`src/rtl/adpll_cfg_loader_if.sv`:
```
// Command bus between the host logic and the ADPLL configuration loader.
// The host side drives a valid/ready command handshake and presents the
// shadow configuration values used by the load-all commands.
interface adpll_cfg_loader_if;
  logic       cmd_valid;
  logic       cmd_ready;
  logic [1:0] cmd_op;
  logic [2:0] cmd_sel;
  logic [4:0] cmd_data;
  logic [3:0] cfg_ndiv;
  logic [4:0] cfg_alpha;
  logic [4:0] cfg_beta;
  logic [4:0] cfg_dco_offset;
  logic [4:0] cfg_dco_thresh;
  logic [4:0] cfg_kdco;

  modport master (
    output cmd_valid, cmd_op, cmd_sel, cmd_data,
    output cfg_ndiv, cfg_alpha, cfg_beta, cfg_dco_offset, cfg_dco_thresh, cfg_kdco,
    input  cmd_ready
  );

  modport slave (
    input  cmd_valid, cmd_op, cmd_sel, cmd_data,
    input  cfg_ndiv, cfg_alpha, cfg_beta, cfg_dco_offset, cfg_dco_thresh, cfg_kdco,
    output cmd_ready
  );
endinterface

```
`src/rtl/adpll_cfg_loader.sv`:
```
// ADPLL programming-interface sequencer.
// Accepts write-single, clear, load-all and clear-then-load-all commands and
// drives the chip pins clr / program / param_sel / pgm_value with glitch-free,
// fully registered timing: sel/value settle for SETUP_CYC cycles before the
// program strobe and stay put for HOLD_CYC cycles after it.
// The chip "program" pin is named prog here because program is a reserved
// SystemVerilog keyword.
// Optional build macro ADPLL_CFG_READBACK_EN adds a per-parameter mirror of
// the last value written, readable through rd_sel / rd_data.
module adpll_cfg_loader #(
  parameter int unsigned SETUP_CYC  = 2,
  parameter int unsigned STROBE_CYC = 2,
  parameter int unsigned HOLD_CYC   = 2,
  parameter int unsigned CLR_CYC    = 2
) (
  input  logic                clk,
  input  logic                rst,
  adpll_cfg_loader_if.slave   bus,
  output logic                clr,
  output logic                prog,
  output logic [2:0]          param_sel,
  output logic [4:0]          pgm_value,
  output logic                pgm_oe,
  output logic                busy,
  output logic                done,
  output logic                err
`ifdef ADPLL_CFG_READBACK_EN
  ,
  input  logic [2:0]          rd_sel,
  output logic [4:0]          rd_data
`endif
);

  typedef enum logic [2:0] {
    S_IDLE,
    S_CLR,
    S_CLR_GAP,
    S_SETUP,
    S_STROBE,
    S_HOLD
  } state_t;

  typedef enum logic [1:0] {
    OP_WRITE    = 2'd0,
    OP_CLEAR    = 2'd1,
    OP_LOAD     = 2'd2,
    OP_CLR_LOAD = 2'd3
  } op_t;

  localparam logic [2:0] SEL_LAST = 3'd5;

  // Counter reload values: a state lasts (load + 1) cycles; 0 behaves as 1.
  localparam logic [3:0] SETUP_LD  = (SETUP_CYC  > 1) ? 4'(SETUP_CYC  - 1) : 4'd0;
  localparam logic [3:0] STROBE_LD = (STROBE_CYC > 1) ? 4'(STROBE_CYC - 1) : 4'd0;
  localparam logic [3:0] HOLD_LD   = (HOLD_CYC   > 1) ? 4'(HOLD_CYC   - 1) : 4'd0;
  localparam logic [3:0] CLR_LD    = (CLR_CYC    > 1) ? 4'(CLR_CYC    - 1) : 4'd0;

  state_t     state_q, state_d;
  logic [3:0] cnt_q, cnt_d;
  logic       load_all_q, load_all_d;
  logic       ready_q, ready_d;
  logic [4:0] snap_q [6];
  logic       accept;

  logic       clr_d, prog_d, oe_d, busy_d, done_d, err_d;
  logic [2:0] sel_d;
  logic [4:0] value_d;

  // Ready is a registered IDLE flag, forced low while reset is held.
  assign bus.cmd_ready = ready_q & ~rst;
  assign accept        = bus.cmd_valid & bus.cmd_ready;

  // Next-state, counter and registered-output decode.
  // NOTE: every signal written here gets a default first so no latch is inferred.
  always_comb begin
    state_d    = state_q;
    cnt_d      = cnt_q;
    load_all_d = load_all_q;
    sel_d      = param_sel;
    value_d    = pgm_value;
    done_d     = 1'b0;
    err_d      = 1'b0;

    unique case (state_q)
      S_IDLE: begin
        if (accept) begin
          unique case (op_t'(bus.cmd_op))
            OP_WRITE: begin
              if (bus.cmd_sel > SEL_LAST) begin
                err_d = 1'b1;
              end else begin
                state_d    = S_SETUP;
                cnt_d      = SETUP_LD;
                load_all_d = 1'b0;
                sel_d      = bus.cmd_sel;
                // ndiv is only four bits wide on the chip side.
                value_d    = (bus.cmd_sel == 3'd0) ? {1'b0, bus.cmd_data[3:0]} : bus.cmd_data;
              end
            end
            OP_CLEAR: begin
              state_d    = S_CLR;
              cnt_d      = CLR_LD;
              load_all_d = 1'b0;
            end
            OP_LOAD: begin
              state_d    = S_SETUP;
              cnt_d      = SETUP_LD;
              load_all_d = 1'b1;
              sel_d      = 3'd0;
              value_d    = {1'b0, bus.cfg_ndiv};
            end
            OP_CLR_LOAD: begin
              state_d    = S_CLR;
              cnt_d      = CLR_LD;
              load_all_d = 1'b1;
            end
            default: ;
          endcase
        end
      end

      S_CLR: begin
        if (cnt_q == 4'd0) begin
          state_d = S_CLR_GAP;
          cnt_d   = 4'd0;
        end else begin
          cnt_d = cnt_q - 4'd1;
        end
      end

      // One idle cycle with clr low so clr never overlaps a strobe.
      S_CLR_GAP: begin
        if (load_all_q) begin
          state_d = S_SETUP;
          cnt_d   = SETUP_LD;
          sel_d   = 3'd0;
          value_d = snap_q[0];
        end else begin
          state_d = S_IDLE;
          done_d  = 1'b1;
        end
      end

      S_SETUP: begin
        if (cnt_q == 4'd0) begin
          state_d = S_STROBE;
          cnt_d   = STROBE_LD;
        end else begin
          cnt_d = cnt_q - 4'd1;
        end
      end

      S_STROBE: begin
        if (cnt_q == 4'd0) begin
          state_d = S_HOLD;
          cnt_d   = HOLD_LD;
        end else begin
          cnt_d = cnt_q - 4'd1;
        end
      end

      // End of a triplet: either start the next parameter or finish.
      S_HOLD: begin
        if (cnt_q == 4'd0) begin
          if (load_all_q && (param_sel != SEL_LAST)) begin
            state_d = S_SETUP;
            cnt_d   = SETUP_LD;
            sel_d   = param_sel + 3'd1;
            value_d = snap_q[param_sel + 3'd1];
          end else begin
            state_d = S_IDLE;
            done_d  = 1'b1;
          end
        end else begin
          cnt_d = cnt_q - 4'd1;
        end
      end

      default: state_d = S_IDLE;
    endcase

    // Pin levels follow the state being entered, so they come straight off flops.
    clr_d   = (state_d == S_CLR);
    prog_d  = (state_d == S_STROBE);
    oe_d    = (state_d == S_SETUP) || (state_d == S_STROBE) || (state_d == S_HOLD);
    busy_d  = (state_d != S_IDLE);
    ready_d = (state_d == S_IDLE);
  end

  // State, counter and output registers with synchronous reset.
  // NOTE: sequential state uses non-blocking assignments so all flops update together.
  always_ff @(posedge clk) begin
    if (rst) begin
      state_q    <= S_IDLE;
      cnt_q      <= 4'd0;
      load_all_q <= 1'b0;
      ready_q    <= 1'b1;
      clr        <= 1'b0;
      prog       <= 1'b0;
      param_sel  <= 3'd0;
      pgm_value  <= 5'd0;
      pgm_oe     <= 1'b0;
      busy       <= 1'b0;
      done       <= 1'b0;
      err        <= 1'b0;
    end else begin
      state_q    <= state_d;
      cnt_q      <= cnt_d;
      load_all_q <= load_all_d;
      ready_q    <= ready_d;
      clr        <= clr_d;
      prog       <= prog_d;
      param_sel  <= sel_d;
      pgm_value  <= value_d;
      pgm_oe     <= oe_d;
      busy       <= busy_d;
      done       <= done_d;
      err        <= err_d;
    end
  end

  // Snapshot of the shadow values taken at accept.
  // NOTE: the snapshot is data-only storage and is never read before an accept
  // writes it, so it carries no reset.
  always_ff @(posedge clk) begin
    if (accept) begin
      snap_q[0] <= {1'b0, bus.cfg_ndiv};
      snap_q[1] <= bus.cfg_alpha;
      snap_q[2] <= bus.cfg_beta;
      snap_q[3] <= bus.cfg_dco_offset;
      snap_q[4] <= bus.cfg_dco_thresh;
      snap_q[5] <= bus.cfg_kdco;
    end
  end

`ifdef ADPLL_CFG_READBACK_EN
  logic [4:0] mirror_q [6];

  // Mirror of the value last written to each chip register.
  always_ff @(posedge clk) begin
    if (rst || (state_q == S_CLR_GAP)) begin
      for (int i = 0; i < 6; i++) mirror_q[i] <= 5'd0;
    end else if ((state_q == S_HOLD) && (cnt_q == 4'd0)) begin
      mirror_q[param_sel] <= pgm_value;
    end
  end

  // Combinational read port; unused selects read as zero.
  always_comb begin
    rd_data = 5'd0;
    if (rd_sel <= SEL_LAST) rd_data = mirror_q[rd_sel];
  end
`endif

endmodule

```
`src/flat_wrapper.sv`:
```
// flat-port wrapper written by rule: the top's interface ports become plain ports
module adpll_cfg_loader_flat 
#(
  parameter int unsigned SETUP_CYC  = 2,
  parameter int unsigned STROBE_CYC = 2,
  parameter int unsigned HOLD_CYC   = 2,
  parameter int unsigned CLR_CYC    = 2
)
  (clk, rst, clr, prog, param_sel, pgm_value, pgm_oe, busy, done, err, bus_cmd_valid, bus_cmd_op, bus_cmd_sel, bus_cmd_data, bus_cfg_ndiv, bus_cfg_alpha, bus_cfg_beta, bus_cfg_dco_offset, bus_cfg_dco_thresh, bus_cfg_kdco, bus_cmd_ready);
  adpll_cfg_loader_if bus_i ();
  input  logic clk;
  input  logic rst;
  output logic clr;
  output logic prog;
  output logic [2:0] param_sel;
  output logic [4:0] pgm_value;
  output logic pgm_oe;
  output logic busy;
  output logic done;
  output logic err;
  input wire logic [$bits(bus_i.cmd_valid)-1:0] bus_cmd_valid;
  input wire logic [$bits(bus_i.cmd_op)-1:0] bus_cmd_op;
  input wire logic [$bits(bus_i.cmd_sel)-1:0] bus_cmd_sel;
  input wire logic [$bits(bus_i.cmd_data)-1:0] bus_cmd_data;
  input wire logic [$bits(bus_i.cfg_ndiv)-1:0] bus_cfg_ndiv;
  input wire logic [$bits(bus_i.cfg_alpha)-1:0] bus_cfg_alpha;
  input wire logic [$bits(bus_i.cfg_beta)-1:0] bus_cfg_beta;
  input wire logic [$bits(bus_i.cfg_dco_offset)-1:0] bus_cfg_dco_offset;
  input wire logic [$bits(bus_i.cfg_dco_thresh)-1:0] bus_cfg_dco_thresh;
  input wire logic [$bits(bus_i.cfg_kdco)-1:0] bus_cfg_kdco;
  output wire logic [$bits(bus_i.cmd_ready)-1:0] bus_cmd_ready;
  assign bus_i.cmd_valid = bus_cmd_valid;
  assign bus_i.cmd_op = bus_cmd_op;
  assign bus_i.cmd_sel = bus_cmd_sel;
  assign bus_i.cmd_data = bus_cmd_data;
  assign bus_i.cfg_ndiv = bus_cfg_ndiv;
  assign bus_i.cfg_alpha = bus_cfg_alpha;
  assign bus_i.cfg_beta = bus_cfg_beta;
  assign bus_i.cfg_dco_offset = bus_cfg_dco_offset;
  assign bus_i.cfg_dco_thresh = bus_cfg_dco_thresh;
  assign bus_i.cfg_kdco = bus_cfg_kdco;
  assign bus_cmd_ready = bus_i.cmd_ready;
  adpll_cfg_loader #(.SETUP_CYC(SETUP_CYC), .STROBE_CYC(STROBE_CYC), .HOLD_CYC(HOLD_CYC), .CLR_CYC(CLR_CYC)) u_core (.clk(clk), .rst(rst), .bus(bus_i), .clr(clr), .prog(prog), .param_sel(param_sel), .pgm_value(pgm_value), .pgm_oe(pgm_oe), .busy(busy), .done(done), .err(err));
endmodule
```
`config.mk`:
```
export PLATFORM = sky130hd
export DESIGN_NAME = adpll_cfg_loader_flat
export DESIGN_NICKNAME = d
export VERILOG_FILES = /design/src/rtl/adpll_cfg_loader_if.sv /design/src/rtl/adpll_cfg_loader.sv /design/src/flat_wrapper.sv
export SDC_FILE = /design/constraint.sdc
export NUM_CORES = 1
export LEC_CHECK = 0
export ABC_AREA = 1
export CORE_UTILIZATION = 30
export CTS_BUF_LIST = sky130_fd_sc_hd__clkbuf_16
export CTS_CLUSTER_SIZE = 14
export DETAILED_ROUTE_END_ITERATION = 16
export SYNTH_ARGS = -nofsm -noshare
export SYNTH_HDL_FRONTEND = slang
export SYNTH_SLANG_ARGS = --single-unit
```
`constraint.sdc`:
```
create_clock -name clk -period 3.4 [get_ports clk]
set_input_delay 1.02 -clock clk [delete_from_list [all_inputs] [get_ports clk]]
set_output_delay 1.02 -clock clk [all_outputs]
set_load 0.01 [all_outputs]
```
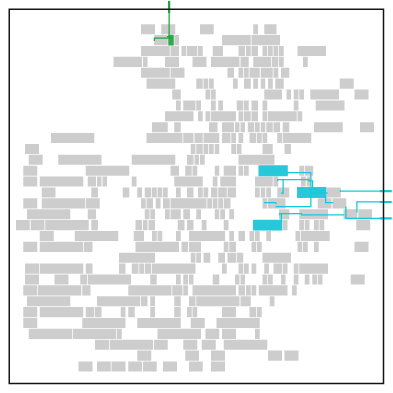
Run 1: I/O nets highlighted
Drawn at 4 px/µm.
param_sel -> cyan  # direction output, edge right, end cells 3, buffers 3, wire 102 µm
bus_cmd_ready -> green  # direction output, edge top, end cells 1, buffers 1, wire 11.8 µm
IO buf count: 56
Ports: 57

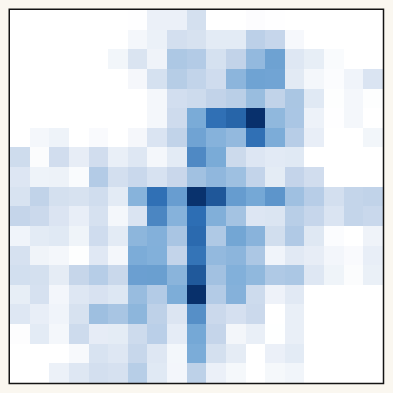
Run 1: wire density map
Drawn at 4 px/µm. The die is cut into 19 by 19 equal tiles; white is low, dark blue is high, scaled to the fullest tile. Values are wire area over tile area, all layers added.
densest ninth of the die = middle
fullest tile = 0.58
emptiest ninth of the die = top left
nearly empty tiles = 28%
Overall Global Routing Usage: 14.4%
DR vias: 2121
Routed WL: 5.63 mm
WL/cell: 12.2 µm

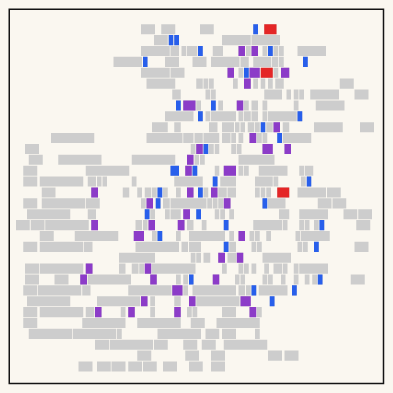
Run 1: logic cells by family
Drawn at 4 px/µm.
inverters -> blue  # cells 35, most used inv_1
inverting AOI/OAI gates -> purple  # cells 42
XOR/XNOR gates -> red  # cells 3, most used xor2_1
fin cells: 462
Comb/total area: 29.9%
Commonest Layout Cell: nand2_1

==> job_summary.md, run 1 <==
## PnR job results

| Metric | Value |
|---|---|
| Chip Width | `93.2 µm` |
| Postcts setup bufs | `0` |
| Nets at Floorplan | `344` |
| Synthesis-to-layout area growth | `33.5%` |
| Number of global-route vias before repair | `2026` |
| Slew Limit Fails | `0` |
| RSZ-0062 raised after global routing | `no` |
| Pwr Density | `489 nW/µm²` |
| Outcome | `completed` |
| Reg2Reg Setup Slack | `1.37 ns` |
| Logic area | `995 µm²` |
| Setup TNS | `0 ns` |
| Unique cell types | `30` |
| CTS root buf | `clkbuf_16` |
| Endpoints failing hold | `0` |
| GPL Wtd Cong | `0.860` |
| Initial DRC Count | `153` |
| Slowest stage delay, CP | `0.52 ns` |
| Cycle use final | `94.5%` |
| CP max-delay cell | `clkdlybuf4s50_1` |
| Top Family by Delay on Critical Path | `buffers and inverters` |
| First-pass GRT wire length | `9.71 mm` |
| Layout net count | `405` |
| Total gr overflow | `0` |
| Post-CTS resize count | `0` |
| Post-route setup slack | `0.187 ns` |
| Static leakage | `1.43 nW` |
| Met2 Use GR | `23.6%` |
| Max-cap violations | `0` |
| Rel. slew slack | `60.3%` |
| # diodes | `0` |
| HP Start | `u_core.cnt_q[1]` |
| Post-Route Skew | `0.00933 ns` |
| Post-DP HPWL | `4.14 mm` |
| DR vias/cell | `4.59` |
| Met3 Usage GRT | `3.01%` |
| Cts bufs inserted | `5` |
| R2R cell count | `9` |
| Reg clk slew, reported paths | `0.07 ns` |
| Crit path DAT | `2.19 ns` |
| Setup crit end kind | `output pin` |
| Synth Seq Share | `53.3%` |
| Fillcell total | `780` |
| Hold depth | `2` |
| Top post-synthesis cells by area | `edfxtp_1 35%, dfxtp_1 18%, nand2_1 11%` |
| Max Freq | `0.311 GHz` |
==> run 1: cells in the mapped netlist <==
cell	n
nand2_1	70
nor2_1	44
inv_1	32
edfxtp_1	29
dfxtp_1	23
nand3_1	20
a21oi_1	17
o21ai_0	17
or2_2	6
nand2_2	5
o211ai_1	5
ha_1	4
xor2_1	3
a21oi_2	2
and3_1	2
buf_2	2
clkbuf_1	2
inv_2	2
nor2_2	2
buf_4	1
buf_6	1
inv_4	1
nand2_4	1
nand3_4	1
nand4_1	1
nor2_4	1
nor3_1	1
nor4_1	1
o21a_1	1
o22ai_1	1
==> run 1: where the power goes <==
| part | switching (mW) | internal [mW] |
|---|---|---|
| sequential | 0.0218 | 0.711 |
| combinational | 0.203 | 0.161 |
| clock | 0.247 | 0.284 |
==> run 1: worst max path at each step <==
stage | from | end | slack (ns) | cells after the start
CTS | rst | bus_cmd_ready | 0.18 | 5
floorplan | rst | u_core.pgm_value[3] | 0.63 | 9
detailed placement | rst | bus_cmd_ready | 0.18 | 5
global placement | rst | bus_cmd_ready | 0.20 | 5
finish | rst | bus_cmd_ready | 0.19 | 5
global route | rst | bus_cmd_ready | 0.10 | 5
==> run 1: cells by family (layout without fill, tap and decap cells) <==
kind of cell | after synthesis | count (layout) | share of synthesized area (%)
compound gates | 43 | 43 | 9.57
xor+xnor | 3 | 3 | 1.05
fa+ha+maj | 4 | 4 | 2.01
buf+inv | 41 | 103 | 6.82
flops | 52 | 52 | 53.3
simple gates | 155 | 155 | 27.2
==> run 1: flip-flops by register name (all words and copies together) (netlist names) <==
signal             count
u_core.state_q         3
u_core.cnt_q           4
u_core.pgm_value       5
u_core.done            1
u_core.pgm_oe          1
u_core.err             1
u_core.prog            1
u_core.load_all_q      1
u_core.param_sel       3
u_core.busy            1
u_core.clr             1
u_core.ready_q         1
u_core.snap_q         29
==> run 1: final cells by class <==
cell class	count	share of cell area, %
multi-input cells	205	29.9
repair buffers	60	17.7
well taps	102	3.83
clock inverters	3	0.864
inverters	35	4.02
flip-flops and latches	52	40.0
clock buffers	5	3.76
==> run 1: per-layer routing <==
metal	part of all wire, %	up-vias
li1	-	1092
met1	45	941
met2	46	78
met3	6.9	10
met4	2.0	0
met5	0	-
==> run 1: per-stage QoR <==
step	util (%)	area, µm²	hold slack [ns]	total power [mW]
floorplan	-	2500	0.435	0.968
global placement	40.3	3180	0.449	1.11
detailed placement	40.3	3180	0.453	1.11
CTS	42.2	3330	0.464	1.64
global route	42.2	3330	0.494	1.72
finish	42.2	3330	0.460	1.63
==> run 1: worst reg2reg max path, stage by stage, from the launching register on <==
cell	delay, ns
dfxtp_1	0.34
buf_4	0.25
ha_1	0.20
xor2_1	0.49
inv_1	0.27
nand2_1	0.13
nand3_1	0.07
nand2_1	0.10
nor2_1	0.05
nor2_1	0.09
==> run 2, diff against run 1 <==
--- a/config.mk
+++ b/config.mk
@@ -10,6 +10,8 @@
 export CTS_BUF_LIST = sky130_fd_sc_hd__clkbuf_16
 export CTS_CLUSTER_SIZE = 14
 export DETAILED_ROUTE_END_ITERATION = 16
+export SETUP_SLACK_MARGIN = 0.1
 export SYNTH_ARGS = -nofsm -noshare
 export SYNTH_HDL_FRONTEND = slang
 export SYNTH_SLANG_ARGS = --single-unit
+export TNS_END_PERCENT = 1
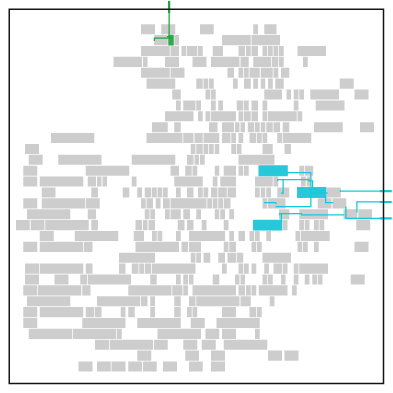
Run 2: I/O nets highlighted
Drawn at 4 px/µm.
param_sel -> cyan  # direction output, edge right, end cells 3, buffers 3, wire 102 µm
bus_cmd_ready -> green  # direction output, edge top, end cells 1, buffers 1, wire 11.8 µm

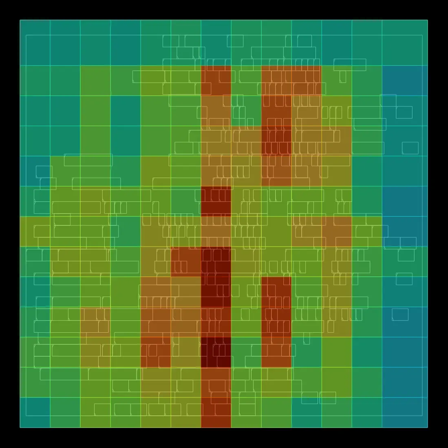
Run 2: routing congestion map
met2 Use GR: 23.6%
met1 Use GR: 18.8%
GR peak layer: met2
final core occ: 42.2%
met3 Usage GRT: 3.01%

==> run 2 against run 1 <==
Effect of this change: global-route usage did not move; area after synthesis did not move; clock-buffer cell count did not move; non-clock buffer count did not move; final cell count did not move; final area did not move; synthesized cell count did not move; sequential cell count did not move; via count did not move; sequential power barely moved; clock skew did not move; critical endpoint unchanged.
==> job_summary.md, run 2 <==
## PnR job results

| Metric | Value |
|---|---|
| Post-DP HPWL | `4.14 mm` |
| Worst setup path end | `bus_cmd_ready` |
| CP max-delay cell | `clkdlybuf4s50_1` |
| Chip Width | `93.2 µm` |
| Reg2Reg Setup Slack | `1.37 ns` |
| IO buf count | `56` |
| Crit path DAT | `2.19 ns` |
| Endpoints failing hold | `0` |
| Initial DRC Count | `153` |
| Ports | `57` |
| Top post-synthesis cells by area | `edfxtp_1 35%, dfxtp_1 18%, nand2_1 11%` |
| Async SR Flop Fraction | `0%` |
| # diodes | `0` |
| Routed WL | `5.63 mm` |
| Total gr overflow | `0` |
| Overall Global Routing Usage | `14.4%` |
| Reg clk slew, reported paths | `0.07 ns` |
| Synth cell count leaders | `70 x nand2_1, 44 x nor2_1, 32 x inv_1` |
| Number of global-route vias before repair | `2026` |
| Worst Setup SP | `rst` |
| GPL Wtd Cong | `0.860` |
| Pwr Density | `489 nW/µm²` |
| Post-CTS resize count | `0` |
| Static leakage | `1.43 nW` |
| Fin cells | `462` |
| Biggest regs | `u_core.snap_q: 29 flops, u_core.pgm_value: 5 flops, u_core.cnt_q: 4 flops` |
| Outcome | `completed` |
| Setup TNS | `0 ns` |
| R2R cell count | `9` |
| Hold Slack | `0.460 ns` |
| Setup crit end kind | `output pin` |
| Cts bufs inserted | `5` |
| Largest reg by FF count | `u_core.snap_q` |
| CTS root buf | `clkbuf_16` |
| Post-synth EDFFs | `29` |
| Slew Limit Fails | `0` |
| Max-cap violations | `0` |
| Final Cell Area | `3330 µm²` |
| Layout net count | `405` |
| Commonest Layout Cell | `nand2_1` |
| Synth Seq Share | `53.3%` |
| Max Freq | `0.311 GHz` |
| Post-Route Skew | `0.00933 ns` |
| Fillcell total | `780` |
| Cycle use final | `94.5%` |
| Slowest stage delay, CP | `0.52 ns` |
| Postcts setup bufs | `0` |
| Rel. slew slack | `60.3%` |
| WL/cell | `12.2 µm` |
| Main flop type | `edfxtp_1` |
-- run 2: cell counts in the layout (fill, tap and decap cells not counted) --
No cell type changed its count.
-- run 2: cells by family (layout without fill, tap and decap cells) --
| kind of cell | after synthesis | in the layout | synth area share, % |
|---|---|---|---|
| adder cells (fa/ha/maj) | 4 | 4 | 2.01 |
| AND/OR/NAND/NOR | 155 | 155 | 27.2 |
| AND-OR/OR-AND | 43 | 43 | 9.57 |
| buffers and inverters | 41 | 103 | 6.82 |
| XOR/XNOR | 3 | 3 | 1.05 |
| flip-flops | 52 | 52 | 53.3 |
-- run 2: layout make-up --
class	count	area, µm²	area share (%)
Tap cell	102	128	3.83
Clock buffer	5	125	3.76
Multi-Input combinational cell	205	995	29.9
Inverter	35	134	4.02
Sequential cell	52	1330	40.0
Clock inverter	3	28.8	0.864
Timing Repair Buffer	60	591	17.7
-- run 2: per-stage QoR --
step / setup WS, ns / util [%] / power (mW)
2_1_floorplan: 0.627 / - / 0.968
3_3_place_gp: 0.198 / 40.3 / 1.11
3_5_place_dp: 0.183 / 40.3 / 1.11
4_1_cts: 0.180 / 42.2 / 1.64
5_1_grt: 0.102 / 42.2 / 1.72
6_report: 0.187 / 42.2 / 1.63
-- run 2: how the worst min path moves through the flow --
| stage | from | endpoint | slack [ns] | cells after the start |
|---|---|---|---|---|
| 3_5_place_dp | u_core.cnt_q[1] | u_core.cnt_q[1] | 0.45 | 2 |
| 5_1_grt | u_core.load_all_q | u_core.load_all_q | 0.49 | 2 |
| 6_report | u_core.cnt_q[1] | u_core.cnt_q[1] | 0.46 | 2 |
| 4_1_cts | u_core.cnt_q[1] | u_core.cnt_q[1] | 0.46 | 2 |
| 2_1_floorplan | u_core.cnt_q[1] | u_core.cnt_q[1] | 0.43 | 2 |
| 3_3_place_gp | u_core.cnt_q[1] | u_core.cnt_q[1] | 0.45 | 2 |
-- run 2: power breakdown --
group / internal [mW] / switching, mW
Sequential: 0.711 / 0.0218
Clock: 0.284 / 0.247
Combinational: 0.161 / 0.203
-- run 2: critical path, delay by kind of cell --
family                 cells  cell delay, ns
buffers and inverters      4            1.08
and+or+nand+nor            1            0.09
-- run 2: metal layers --
| metal | GRT usage [%] | vias to the layer above | wire length [µm] |
|---|---|---|---|
| met4 | 5.00 | 0 | 115 |
| li1 | - | 1092 | - |
| met2 | 23.6 | 78 | 2570 |
| met3 | 3.01 | 10 | 388 |
| met5 | 0 | - | 0 |
| met1 | 18.8 | 941 | 2550 |
No activity file was given, so power comes from the tool's default toggle rates.
